**src/rtl/pattern_pkg.sv**
```systemverilog
// Shared state encoding and the "01" detector step used by every channel context.
package pattern_pkg;

    typedef enum logic [1:0] {
        S0 = 2'b00,
        S1 = 2'b01,
        S2 = 2'b10
    } pat_state_t;

    // Moore step; S2 means "01" was just completed. The unused code 2'b11 recovers to S0.
    function automatic pat_state_t pat_next(pat_state_t s, logic a);
        case (s)
            S0:      pat_next = a ? S0 : S1;
            S1:      pat_next = a ? S2 : S1;
            S2:      pat_next = a ? S0 : S1;
            default: pat_next = S0;
        endcase
    endfunction

endpackage

```
**src/rtl/rr_arbiter.sv**
```systemverilog
// Round-robin arbiter: grants the first requester after the last winner, one-hot.
module rr_arbiter #(
    parameter int unsigned N  = 4,
    parameter int unsigned IW = $clog2(N)
) (
    input  logic          clk,
    input  logic          reset,
    input  logic          en,
    input  logic [N-1:0]  req,
    output logic [N-1:0]  gnt,
    output logic [IW-1:0] gnt_idx,
    output logic          gnt_valid
);

    logic [IW-1:0] ptr_q, ptr_d;
    logic [IW-1:0] cand;

    always_comb begin
        gnt       = '0;
        gnt_idx   = '0;
        gnt_valid = 1'b0;
        cand      = '0;
        // Walk ptr+1 .. ptr+N so the previous winner is considered last.
        for (int k = 1; k <= int'(N); k++) begin
            cand = IW'((int'(ptr_q) + k) % int'(N));
            if (en && req[cand] && !gnt_valid) begin
                gnt_valid  = 1'b1;
                gnt[cand]  = 1'b1;
                gnt_idx    = cand;
            end
        end
    end

    always_comb begin
        ptr_d = ptr_q;
        if (gnt_valid) begin
            ptr_d = gnt_idx;
        end
    end

    always_ff @(posedge clk or posedge reset) begin
        if (reset) begin
            ptr_q <= IW'(N - 1);
        end else begin
            ptr_q <= ptr_d;
        end
    end

endmodule

```
**src/rtl/pattern_detect_sched.sv**
```systemverilog
// One shared "01" detector time-multiplexed over N_CH serial channels, with per-channel
// context, saturating hit counters and a registered per-accept result.
module pattern_detect_sched
    import pattern_pkg::*;
#(
    parameter int unsigned N_CH  = 4,
    parameter int unsigned CNT_W = 8
) (
    input  logic                    clk,
    input  logic                    reset,
    input  logic                    en,
    input  logic [N_CH-1:0]         req_valid,
    input  logic [N_CH-1:0]         req_bit,
    output logic [N_CH-1:0]         req_ready,
    input  logic [N_CH-1:0]         ch_clr,
    output logic                    det_valid,
    output logic [$clog2(N_CH)-1:0] det_ch,
    output logic                    det_hit,
    input  logic [$clog2(N_CH)-1:0] rd_ch,
    output logic [CNT_W-1:0]        rd_cnt
);

    localparam int unsigned CH_W = $clog2(N_CH);
    localparam logic [CNT_W-1:0] CntMax = {CNT_W{1'b1}};

    logic [N_CH-1:0] eligible;
    logic [N_CH-1:0] gnt;
    logic [CH_W-1:0] gnt_idx;
    logic            gnt_valid;

    pat_state_t      ctx_q [N_CH];
    logic [CNT_W-1:0] cnt_q [N_CH];

    pat_state_t      step_state;
    logic            step_hit;

    // A clearing channel is held off so the clear wins and its bit stays pending.
    assign eligible = req_valid & ~ch_clr;

    rr_arbiter #(
        .N  (N_CH),
        .IW (CH_W)
    ) u_arb (
        .clk       (clk),
        .reset     (reset),
        .en        (en),
        .req       (eligible),
        .gnt       (gnt),
        .gnt_idx   (gnt_idx),
        .gnt_valid (gnt_valid)
    );

    assign req_ready = gnt;

    always_comb begin
        step_state = pat_next(ctx_q[gnt_idx], req_bit[gnt_idx]);
        step_hit   = gnt_valid && (step_state == S2);
    end

    always_ff @(posedge clk or posedge reset) begin
        if (reset) begin
            for (int i = 0; i < int'(N_CH); i++) begin
                ctx_q[i] <= S0;
                cnt_q[i] <= '0;
            end
            det_valid <= 1'b0;
            det_ch    <= '0;
            det_hit   <= 1'b0;
        end else begin
            for (int i = 0; i < int'(N_CH); i++) begin
                if (ch_clr[i]) begin
                    ctx_q[i] <= S0;
                    cnt_q[i] <= '0;
                end else if (gnt[i]) begin
                    ctx_q[i] <= step_state;
                    if (step_hit && (cnt_q[i] != CntMax)) begin
                        cnt_q[i] <= cnt_q[i] + CNT_W'(1);
                    end
                end
            end
            det_valid <= gnt_valid;
            det_ch    <= gnt_idx;
            det_hit   <= step_hit;
        end
    end

    assign rd_cnt = cnt_q[rd_ch];

endmodule

```
**config.mk**
```make
export PLATFORM = sky130hd
export DESIGN_NAME = pattern_detect_sched
export DESIGN_NICKNAME = d
export VERILOG_FILES = /design/src/rtl/pattern_pkg.sv /design/src/rtl/rr_arbiter.sv /design/src/rtl/pattern_detect_sched.sv
export SDC_FILE = /design/constraint.sdc
export NUM_CORES = 1
export LEC_CHECK = 0
export CORE_MARGIN = 4
export CORE_UTILIZATION = 37
export DETAILED_ROUTE_END_ITERATION = 12
export PLACE_DENSITY_LB_ADDON = 0.25
export SLEW_MARGIN = 20
export SYNTH_ARGS = -nofsm -noshare
export SYNTH_HDL_FRONTEND = slang
export SYNTH_SLANG_ARGS = --single-unit
```
**constraint.sdc**
```tcl
create_clock -name clk -period 3.4 [get_ports clk]
set_input_delay 0.51 -clock clk [delete_from_list [all_inputs] [get_ports clk]]
set_output_delay 0.51 -clock clk [all_outputs]
set_load 0.05 [all_outputs]
```
final_clocks.png
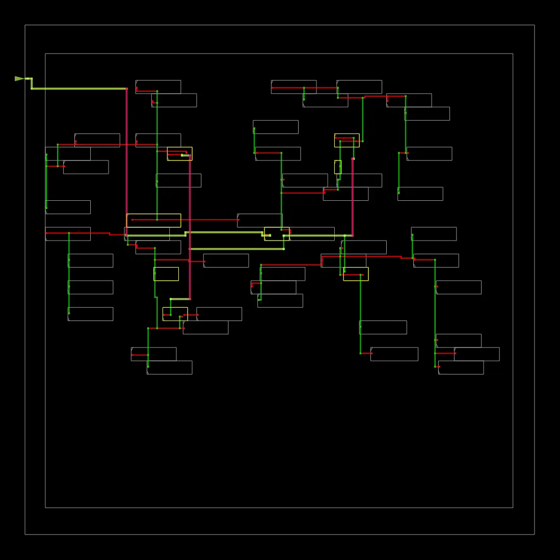
number of clock buffers in the layout: 7
Num CTS Buffers: 5

pins.png
Scale bar: 20 um. Pins as bars across the die edge, other pins in grey.
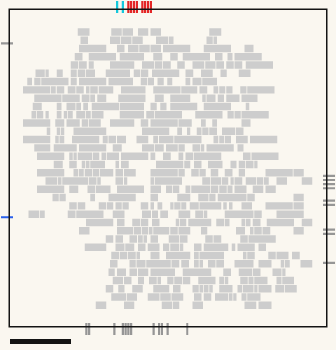
cyan -> rd_ch  # pins 2, direction input, edge top
blue -> reset  # pins 1, direction input, edge left
red -> rd_cnt  # pins 8, direction output, edge top
Die H: 104 um
I/O Buffers: 32
Die W: 104 um

gate_families.png
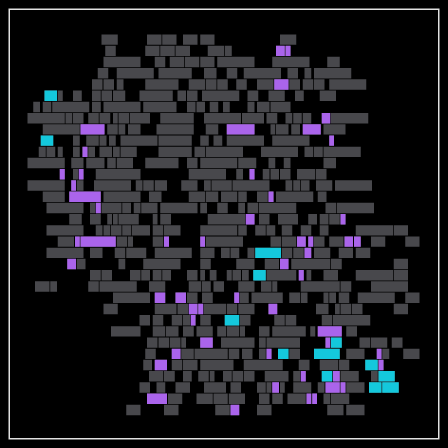
purple -> NOR gates  # cells 54, most used nor2_1
cyan -> AND-OR and OR-AND gates  # cells 13
logic share of the area: 49.6%
Post-Layout Cell Count: 560

zoom.png
Scale bar: 5 um. Window x 42 to 62, y 63 to 83 um. Cells in grey, sequential cells in the stronger grey; small squares are vias.
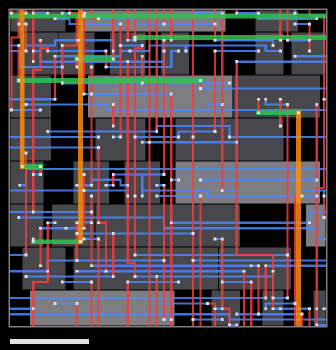
orange -> met4
green -> met3
red -> met2
blue -> met1
sequential cells in the window = 4
most frequent = nand4_1 (4), dfrtp_1 (4), o31ai_1 (3)
netlist names of flops here include = cnt_q (4)
cells with their middle in the window = 24

wire_density.png
The die is cut into 21 by 21 equal tiles; white is low, dark blue is high, scaled to the fullest tile. Values are wire area over tile area, all layers added.
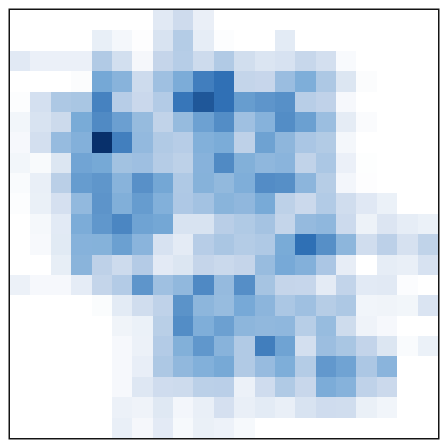
emptiest ninth of the die = lower left
nearly empty tiles = 28%
tiles over half the peak = 12%
mean over tiles = 0.15
densest ninth of the die = centre
fullest tile = 0.66
vias: 3281
Routed WL per cell: 18.0 um
final wirelength: 10.1 mm
GR Util All Layers: 17.3%

==> flow_summary.yaml <==
# flow metrics
run_status:
  status: "finished with violations"
  violations: "negative setup slack"
cells_and_area:
  fill_cells: 746
  largest_register_ffs: 32
  num_antenna_cells: 0
  logic_gate_count: 282
  regMostFlops: "cnt_q"
  seq_cell_count: 46
  final-clk-cell-share_pct: 2.42
  dominant_cells: "logic gates"
  seq_area_um2: 1150
  mostFrequentLayoutCells: "buf_4 (63), dfrtp_1 (44), clkdlybuf4s50_1 (28), nor2_1 (26), a21oi_1 (19)"
  inverters: 11
  final_common_cell: "buf_4"
  utilization_pct: 54.5
power:
  powerComb_mw: 1.83
  p_sw_mw: 1.21
  p_leak_nw: 1.97
  pg_clk_mw: 0.429
  power.group.top: "combinational cells"
  internal_power_mw: 1.70
  pwr-share-comb_pct: 62.8
  power_mw: 2.91
  power_frac_seq_pct: 22.4
detailed_routing:
  viasPerCell: 5.86
  wl_met2_mm: 4.87
  drc_errors: 0
  drt_pass1_iterations: 5
  final_antenna_net_count: 0
  wl_met3_um: 373
  initialDrtViolationCount: 254
  highest_layer: "met4"
global_route:
  use_met3_pct: 3.11
  met2_usage_pct: 27.1
  top_usage_layer: "met2"
  grtUsageMet1_pct: 24.0
  gr-total-overflow: 0
  first_global_vias: 3074
setup_path:
  cp_max_fo: 11
  crit_path_max_incr_delay_ps: 560
  reg2reg_to: "cnt_q[15]"
  crit_end: "cnt_q[15]"
  critPathBufInv: 3
  crit_path_start_kind: "register"
  cp.depth: 11
  cp_cell_sequence: "clkinvlp_4 -> ha_4 -> mux4_2 -> a311oi_4 -> buf_4 -> and3_4 -> o31ai_4 -> o22a_4 -> clkbuf_16 -> o41ai_1 -> a21oi_2"
  worstPathRequired_ps: 3580
  reg2reg_setup_slack_ps: -100
  startpoint: "u_arb.ptr_q[0]"
clock_network:
  cts_resized: 11
  numClockSinks: 46
  cts_setup_buffers: 5
  clock_latency_ps: 310
  clockBufferDepth: 2
final_timing:
  setup_violations: 2
  fmax_ghz: 0.286
  fin_ws_ps: -102
  period_used_pct: 103
  period_minus_slack_ps: 3500
  rsz0062_at_grt: "true"
  slew_headroom_pct: 47.3
logic_synthesis:
  synth.cells.most_frequent: "dfrtp_1 (44), a21oi_1 (33), nor2_1 (26)"
  syn_area_um2: 3390
  synth.most_common_cell: "dfrtp_1"
  logic_family: "simple AND/OR/NAND/NOR gates"
  synth_cell_type_count: 53
  ys_sh_adder_pct: 4.43
  ys_sh_aoi_pct: 19.2
  synth-seq-cells: 46
  ys_seq_share_pct: 34.0
  synthCells: 363
  top_area_share_pct: 32.5
  edf_count: 0
  synthArstFlopShare_pct: 100
  mux_share_pct: 12.4
  syn-num-nets: 392
  xor_share_pct: 0
  flop_cell: "dfrtp_1"
  synthSimpleGateAreaFrac_pct: 24.9
  ys_chip_area_um2: 3390
  top_area_cell: "dfrtp_1"
min_path:
  hold_depth: 2
  min_path_type: "reg2reg"
  min_from: "ctx_q[4]"
die:
  tap_cells: 108
  core_area_um2: 8810
  dieArea_um2: 10800
  fp-utilization_pct: 38.5
place:
  place_area_um2: 4260
  place_ws_ps: -268
  hpwl_mm: 6.96
flow_run:
  drv_cap: 0
  warnings: 36
Power figures rest on the tool's default switching activity, not on a simulated workload.
